File: config.mk
export PLATFORM = sky130hd
export DESIGN_NAME = mem_access_ctrl
export DESIGN_NICKNAME = d
export VERILOG_FILES = /design/src/rtl/mem_access_ctrl.sv
export SDC_FILE = /design/constraint.sdc
export NUM_CORES = 1
export LEC_CHECK = 0
export CAP_MARGIN = 40
export CORE_MARGIN = 2
export CORE_UTILIZATION = 30
export DETAILED_ROUTE_END_ITERATION = 10
export GPL_ROUTABILITY_DRIVEN = 1
export SYNTH_ARGS = -nofsm -noshare
export SYNTH_HDL_FRONTEND = slang
export SYNTH_SLANG_ARGS = --single-unit
File: constraint.sdc
create_clock -name clk -period 2.45 [get_ports clk]
set_input_delay 0.245 -clock clk [delete_from_list [all_inputs] [get_ports clk]]
set_output_delay 0.245 -clock clk [all_outputs]
set_load 0.02 [all_outputs]
File: src/rtl/mem_access_ctrl.sv
// Memory access sequencer: drives MAR, RAM strobes and MDR control for LDR/STR.
// Every output is a register loaded from the next-state decode.
module mem_access_ctrl #(
    parameter int AW          = 8,
    parameter int WAIT_CYCLES = 2
) (
    input  logic          clk,
    input  logic          rst,
    input  logic          req,
    input  logic [1:0]    op,
    input  logic [AW-1:0] addr_in,
    output logic [AW-1:0] mar_addr,
    output logic          ram_ce,
    output logic          ram_we,
    output logic [1:0]    en_mdr,
    output logic          busy,
    output logic          done,
    output logic          err
);

    // state   | meaning
    // IDLE    | waiting for req; illegal op pulses err
    // RD_WAIT | RAM read wait states (ce=1, we=0)
    // LATCH   | MDR latches RAM data (en_mdr=01)
    // STAGE   | MDR latches register data (en_mdr=10)
    // WR_WAIT | RAM write wait states (ce=1, we=1)
    // DONE    | one-cycle completion pulse
    typedef enum logic [2:0] {
        IDLE, RD_WAIT, LATCH, STAGE, WR_WAIT, DONE
    } state_t;

    localparam int WAIT_EFF = (WAIT_CYCLES < 1) ? 1 : ((WAIT_CYCLES > 15) ? 15 : WAIT_CYCLES);
    localparam logic [3:0] CNT_LOAD = 4'(WAIT_EFF - 1);

    state_t     state, state_nxt;
    logic [3:0] cnt, cnt_nxt;
    logic       load_mar;
    logic       ce_nxt, we_nxt, busy_nxt, done_nxt, err_nxt;
    logic [1:0] mdr_nxt;

    always_ff @(posedge clk or negedge rst) begin
        if (!rst) begin
            state    <= IDLE;
            cnt      <= '0;
            mar_addr <= '0;
            ram_ce   <= 1'b0;
            ram_we   <= 1'b0;
            en_mdr   <= 2'b00;
            busy     <= 1'b0;
            done     <= 1'b0;
            err      <= 1'b0;
        end else begin
            state  <= state_nxt;
            cnt    <= cnt_nxt;
            if (load_mar) mar_addr <= addr_in;
            ram_ce <= ce_nxt;
            ram_we <= we_nxt;
            en_mdr <= mdr_nxt;
            busy   <= busy_nxt;
            done   <= done_nxt;
            err    <= err_nxt;
        end
    end

    always_comb begin
        state_nxt = state;
        cnt_nxt   = cnt;
        load_mar  = 1'b0;
        err_nxt   = 1'b0;
        ce_nxt    = 1'b0;
        we_nxt    = 1'b0;
        mdr_nxt   = 2'b00;
        done_nxt  = 1'b0;

        case (state)
            IDLE: begin
                if (req) begin
                    if (op == 2'b01) begin
                        state_nxt = RD_WAIT;
                        cnt_nxt   = CNT_LOAD;
                        load_mar  = 1'b1;
                    end else if (op == 2'b10) begin
                        state_nxt = STAGE;
                        load_mar  = 1'b1;
                    end else begin
                        err_nxt = 1'b1;
                    end
                end
            end
            RD_WAIT: begin
                if (cnt == 4'd0) state_nxt = LATCH;
                else             cnt_nxt   = cnt - 4'd1;
            end
            LATCH: state_nxt = DONE;
            STAGE: begin
                state_nxt = WR_WAIT;
                cnt_nxt   = CNT_LOAD;
            end
            WR_WAIT: begin
                if (cnt == 4'd0) state_nxt = DONE;
                else             cnt_nxt   = cnt - 4'd1;
            end
            DONE:    state_nxt = IDLE;
            default: state_nxt = IDLE;
        endcase

        // Outputs follow the state being entered so they are valid right after the edge.
        case (state_nxt)
            RD_WAIT: ce_nxt = 1'b1;
            LATCH: begin
                ce_nxt  = 1'b1;
                mdr_nxt = 2'b01;
            end
            STAGE:   mdr_nxt = 2'b10;
            WR_WAIT: begin
                ce_nxt  = 1'b1;
                we_nxt  = 1'b1;
                mdr_nxt = 2'b10;
            end
            DONE:    done_nxt = 1'b1;
            default: ;
        endcase

        busy_nxt = (state_nxt != IDLE);
    end

endmodule

run_1/cell_classes.png
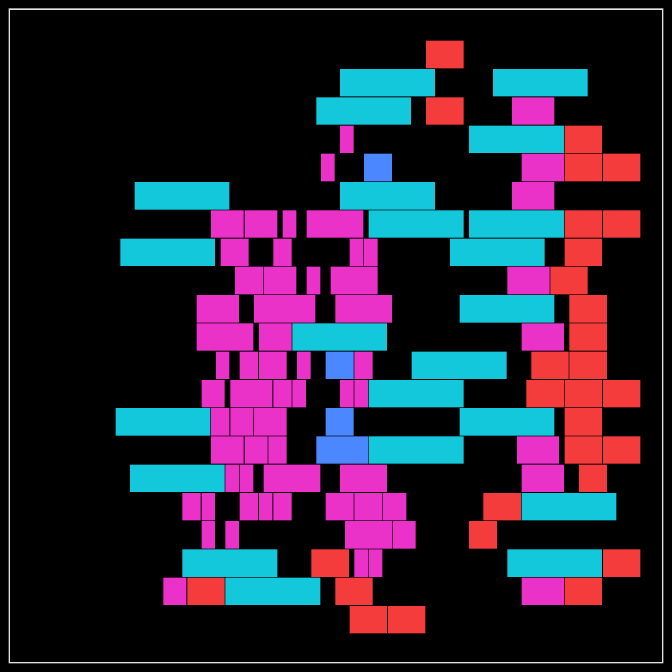
Key: clock drivers and dummy loads = blue [cells 4, share of their area 2.7%]; other buffers and delay cells = red [cells 29, share of their area 21%]; flip-flops = cyan [cells 22, share of their area 41%]; all other logic = magenta [cells 63, share of their area 35%]

run_1/registers.png
Other sequential cells in the stronger grey, the rest of the logic in the fainter grey.
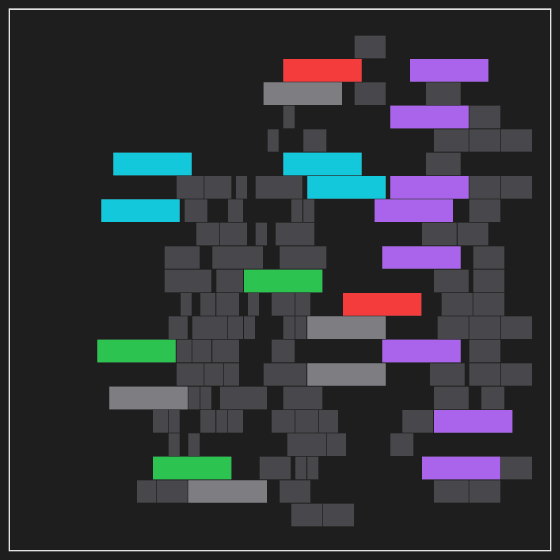
Key: `en_mdr` = red [sequential cells 2]; `mar_addr` = purple [sequential cells 8]; `state` = green [sequential cells 3]; `cnt` = cyan [sequential cells 4]

==> flow_metrics.tcl, run 1 <==
# implementation run metrics
set metrics [dict create \
    p_int_mw 1.11 \
    synth_nets 104 \
    drc 0 \
    fillers 333 \
    postPlaceCellArea_um2 1360 \
    preCtsSetupSlack_ns 0.360 \
    dominant_cells "registers" \
    ff_type "dfrtp_1" \
    p_leak_nw 0.620 \
    syn_area_um2 1040 \
    signal_buffers 29 \
    ys_types 24 \
    powerDensity_nw_per_um2 1270 \
    yosys_cells 88 \
    period_needed_ns 1.96 \
    comb_share 0.320 \
    postRouteAntennaNets 0 \
    period_used_share 0.800 \
    top_regs "mar_addr (8), cnt (4), state (3)" \
    top_usage_layer "met2" \
    netlist_top_cells_count "22 x dfrtp_1, 9 x nand2_1, 8 x mux2_2, 6 x inv_1" \
    ys_async_sr_fraction 1.00 \
    rows 21 \
    grt.overflow.total 0 \
    die_w_um 62.8 \
    logic_gates 57 \
    antenna_found_initial 0 \
    cts_root_buffer "clkbuf_4" \
    worstRegToRegCells 6 \
    simple_gate_share 0.180 \
    warning_count 27 \
    portBuffers 27 \
    wl_per_cell_um 11.2 \
    cp_cell_sequence "inv_1, ha_1, or3b_4, and3_4, o21ai_4, mux2_4" \
    met2_length_um 907 \
    layout.area.comb_um2 448 \
    status "finished, final reports clean" \
    inverters 6 \
    routed_wl_um 1840 \
    worst_ep_arrival_time_ns 2.16 \
    clockPowerShare 0.111 \
    clockNetworkAreaShare 0.0259 \
    fp-utilization 0.310 \
    clk-power_mw 0.197 \
    clock_path_buffers 2 \
    clock_sinks 22 \
    crit_fanout 5 \
    logic_family "simple AND/OR/NAND/NOR gates" \
    timing.rr.start "cnt[0]" \
    setup_viol 0 \
    die_h_um 62.8 \
    synthAoiAreaFrac 0.100 \
    finalHoldWorstSlack_ns 0.288 \
    syn_to_final_growth_pct 35.1 \
    critPathSlowestCell "dfrtp_1" \
    dp.cells 160 \
    hpwl_um 1440 \
    ys_chip_area_um2 1040 \
    setup_tns_ns 0 \
    cts_resized 0 \
    ys_seq_frac 0.531 \
    cts_made_buffers 3 \
    ir_drop_v 0.000401 \
    core_region_area_um2 3340 \
    grt_use_total 0.110 \
    finalHoldViolCount 0 \
    yosys_warnings 0 \
    startpoint_type "register" \
    top_area_cell "dfrtp_1" \
]
run_1/final_clocks.png
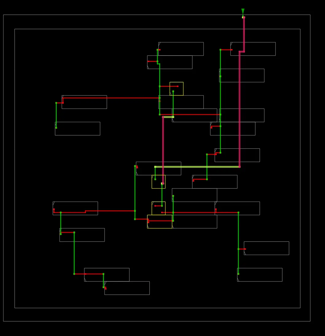
worst-case clock skew: 0.00551 ns
clkbuf count: 4

==> inputs of run 2 (changes only) <==
==> constraint.sdc (replaced) <==
create_clock -name clk -period 1.9 [get_ports clk]
set_input_delay 0.19 -clock clk [delete_from_list [all_inputs] [get_ports clk]]
set_output_delay 0.19 -clock clk [all_outputs]
set_load 0.02 [all_outputs]
run_2/cell_classes.png
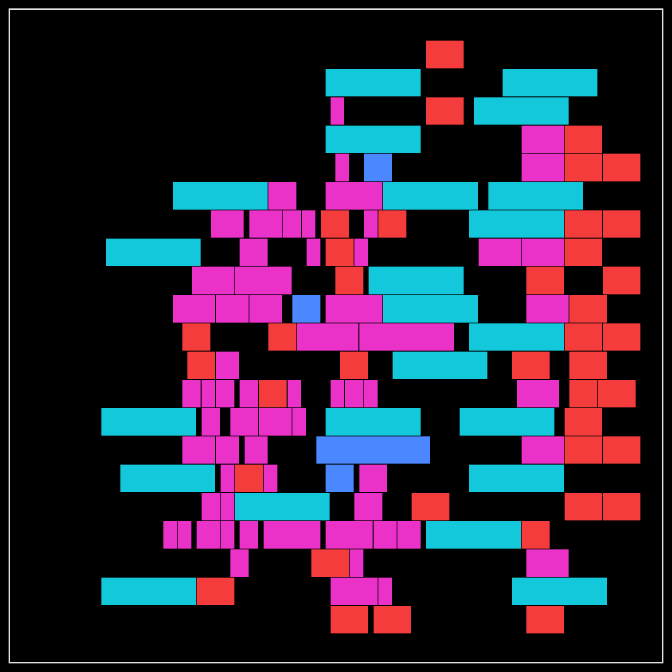
Key: other buffers and delay cells = red [cells 39, share of their area 25%]; clock drivers and dummy loads = blue [cells 4, share of their area 3.6%]; flip-flops = cyan [cells 22, share of their area 38%]; all other logic = magenta [cells 63, share of their area 33%]

==> run 2 against run 1 <==
Maximum frequency grew 6.8%. Wire length is 11% higher. Synthesized area stayed put. Critical path type unchanged. Critical endpoint is now cnt[0]. Largest power group unchanged.
==> flow_metrics.tcl, run 2 <==
# implementation run metrics
set metrics [dict create \
    cts_root_buffer "clkbuf_4" \
    status "finished, final reports clean" \
    die_h_um 62.8 \
    fillers 309 \
    clock_buffers 3 \
    hpwl_um 1570 \
    startpoint_type "register" \
    warning_count 27 \
    p_leak_nw 0.676 \
    signal_buffers 39 \
    ys_types 24 \
    drc 0 \
    netlist_top_cells_count "22 x dfrtp_1, 9 x nand2_1, 8 x mux2_2, 6 x inv_1" \
    portBuffers 27 \
    period_used_share 0.966 \
    ir_drop_v 0.000541 \
    top_regs "mar_addr (8), cnt (4), state (3)" \
    synthAoiAreaFrac 0.100 \
    postRouteAntennaNets 0 \
    met2_length_um 1010 \
    finalHoldViolCount 0 \
    ys_chip_area_um2 1040 \
    critPathSlowestCell "dfrtp_1" \
    layout.area.comb_um2 460 \
    syn_to_final_growth_pct 45.2 \
    postPlaceCellArea_um2 1430 \
    antenna_found_initial 0 \
    inverters 6 \
    core_region_area_um2 3340 \
    setup_tns_ns 0 \
    preCtsSetupSlack_ns -0.0650 \
    ff_type "dfrtp_1" \
    clock_path_buffers 2 \
    worstRegToRegCells 6 \
    cts_resized 0 \
    clockPowerShare 0.137 \
    timing.rr.start "cnt[1]" \
    grt_use_total 0.115 \
    ys_seq_frac 0.531 \
    yosys_warnings 0 \
    yosys_cells 88 \
    dominant_cells "registers" \
    setup_viol 0 \
    powerDensity_nw_per_um2 1730 \
    top_area_cell "dfrtp_1" \
    top_usage_layer "met2" \
    routed_wl_um 2050 \
]
run_2/clock_map.png
Scale bar: 20 µm.
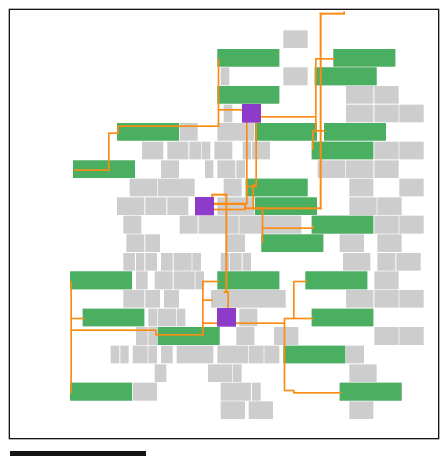
Key: cells driving clock nets = purple [count 3]; flip-flops = green [count 22]; clock wires = orange [length 283 µm]
There are 4 routed clock nets.

==> inputs of run 3 (changes only) <==
--- a/config.mk
+++ b/config.mk
@@ -13,3 +13,4 @@
 export SYNTH_ARGS = -nofsm -noshare
 export SYNTH_HDL_FRONTEND = slang
 export SYNTH_SLANG_ARGS = --single-unit
+export TNS_END_PERCENT = 50
run_3/final_clocks.png
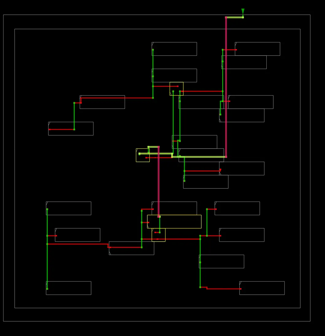
worst-case clock skew: 0.00115 ns
Clock group: 0.357 mW
Sink Count: 22
clkbuf count: 3

==> run 3 against run 2 <==
Utilization is the same. Synthesized area is the same. Sequential share of layout area is the same. Critical endpoint unchanged. Highest routed layer unchanged.
==> flow_metrics.tcl, run 3 <==
# implementation run metrics
set metrics [dict create \
    worst_ep_arrival_time_ns 2.05 \
    yosys_warnings 0 \
    top_usage_layer "met2" \
    dominant_cells "registers" \
    netlist_top_cells_count "22 x dfrtp_1, 9 x nand2_1, 8 x mux2_2, 6 x inv_1" \
    worst_pin_slew_ns 0.366 \
    dp.cells 169 \
    clockPowerShare 0.137 \
    worstRegToRegCells 6 \
    cts_resized 0 \
    viasPerCell 4.55 \
    gr-usage-met2 0.200 \
    ir_drop_v 0.000541 \
    dr.pass1.iters 4 \
    p_sw_mw 0.926 \
    postRouteAntennaNets 0 \
    top_power_group "combinational cells" \
    ff_type "dfrtp_1" \
    routed_wl_um 2050 \
    fp-utilization 0.310 \
    warning_count 27 \
    fillers 309 \
    met3WireLength_um 81 \
    r2r_slack_ns 0.06 \
    grt_use_total 0.115 \
    setup_viol 0 \
    timing.rr.start "cnt[1]" \
    p_seq_frac 0.317 \
    met2_length_um 1010 \
    cts_root_buffer "clkbuf_4" \
    synth_xor_xnor_area_share 0 \
    fin_area_um2 1500 \
    antenna_cells 0 \
    layout.cells.most_common "clkdlybuf4s50_1" \
    ys_types 24 \
    ys_seq_frac 0.531 \
    drv_cap 0 \
    ys_async_sr_fraction 1.00 \
    buffer_area_frac 0.240 \
    setup_tns_ns 0 \
    critPathSlowestCell "dfrtp_1" \
    insertion_delay_ns 0.31 \
    drt-met1-wl_um 911 \
    die_h_um 62.8 \
    synthAoiAreaFrac 0.100 \
    syn_avg_cell_area_um2 11.8 \
    core_region_area_um2 3340 \
    powerDensity_nw_per_um2 1730 \
    rows 21 \
    layout.area.comb_um2 460 \
    final_core_util 0.451 \
    max_freq_mhz 545 \
    combPwrFrac 0.546 \
    period_used_share 0.966 \
    grt_util_met1 0.129 \
    status "finished, final reports clean" \
    inverters 6 \
    preCtsSetupSlack_ns -0.0650 \
    finalHoldViolCount 0 \
    taps 46 \
    yosys_cells 88 \
    drc 0 \
    clockNetworkAreaShare 0.0349 \
    critPathTopFamily "simple AND/OR/NAND/NOR gates" \
    topCellsByArea "dfrtp_1 53%, mux2_2 8.7%, ha_1 3.6%" \
    portBuffers 27 \
    top_regs "mar_addr (8), cnt (4), state (3)" \
    syn_to_final_growth_pct 45.2 \
    place_congestion 0.750 \
    postPlaceCellArea_um2 1430 \
    ys_chip_area_um2 1040 \
    hpwl_um 1570 \
    period_needed_ns 1.84 \
    antenna_found_initial 0 \
    signal_buffers 39 \
    p_leak_nw 0.676 \
    startpoint_type "register" \
    clock_path_buffers 2 \
    ios 28 \
    cp_cell_sequence "inv_1, ha_4, or3b_4, and3_4, o21ai_4, mux2_4" \
    critical_path_buf_inv_count 1 \
    grt.overflow.total 0 \
    synth-seq-cells 22 \
    largest_reg_flops 8 \
    final_cells 174 \
    layout.nets 145 \
    top_area_cell "dfrtp_1" \
]
run_3/registers.png
Other sequential cells in the stronger grey, the rest of the logic in the fainter grey.
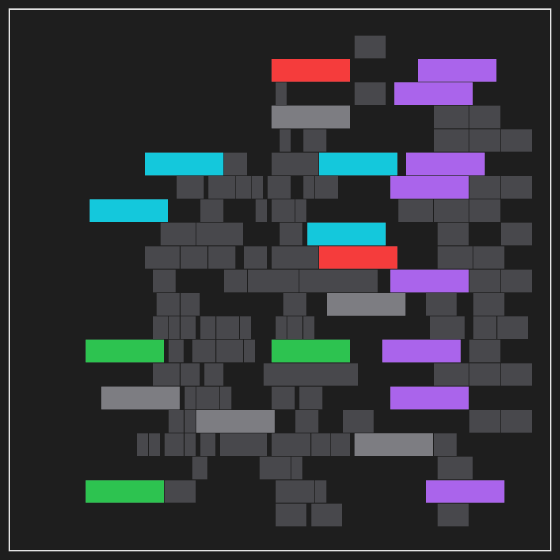
Key: `state` = green [sequential cells 3]; `en_mdr` = red [sequential cells 2]; `cnt` = cyan [sequential cells 4]; `mar_addr` = purple [sequential cells 8]
Another 5 sequential cells are not coloured.

No activity file was given, so power comes from the tool's default toggle rates.
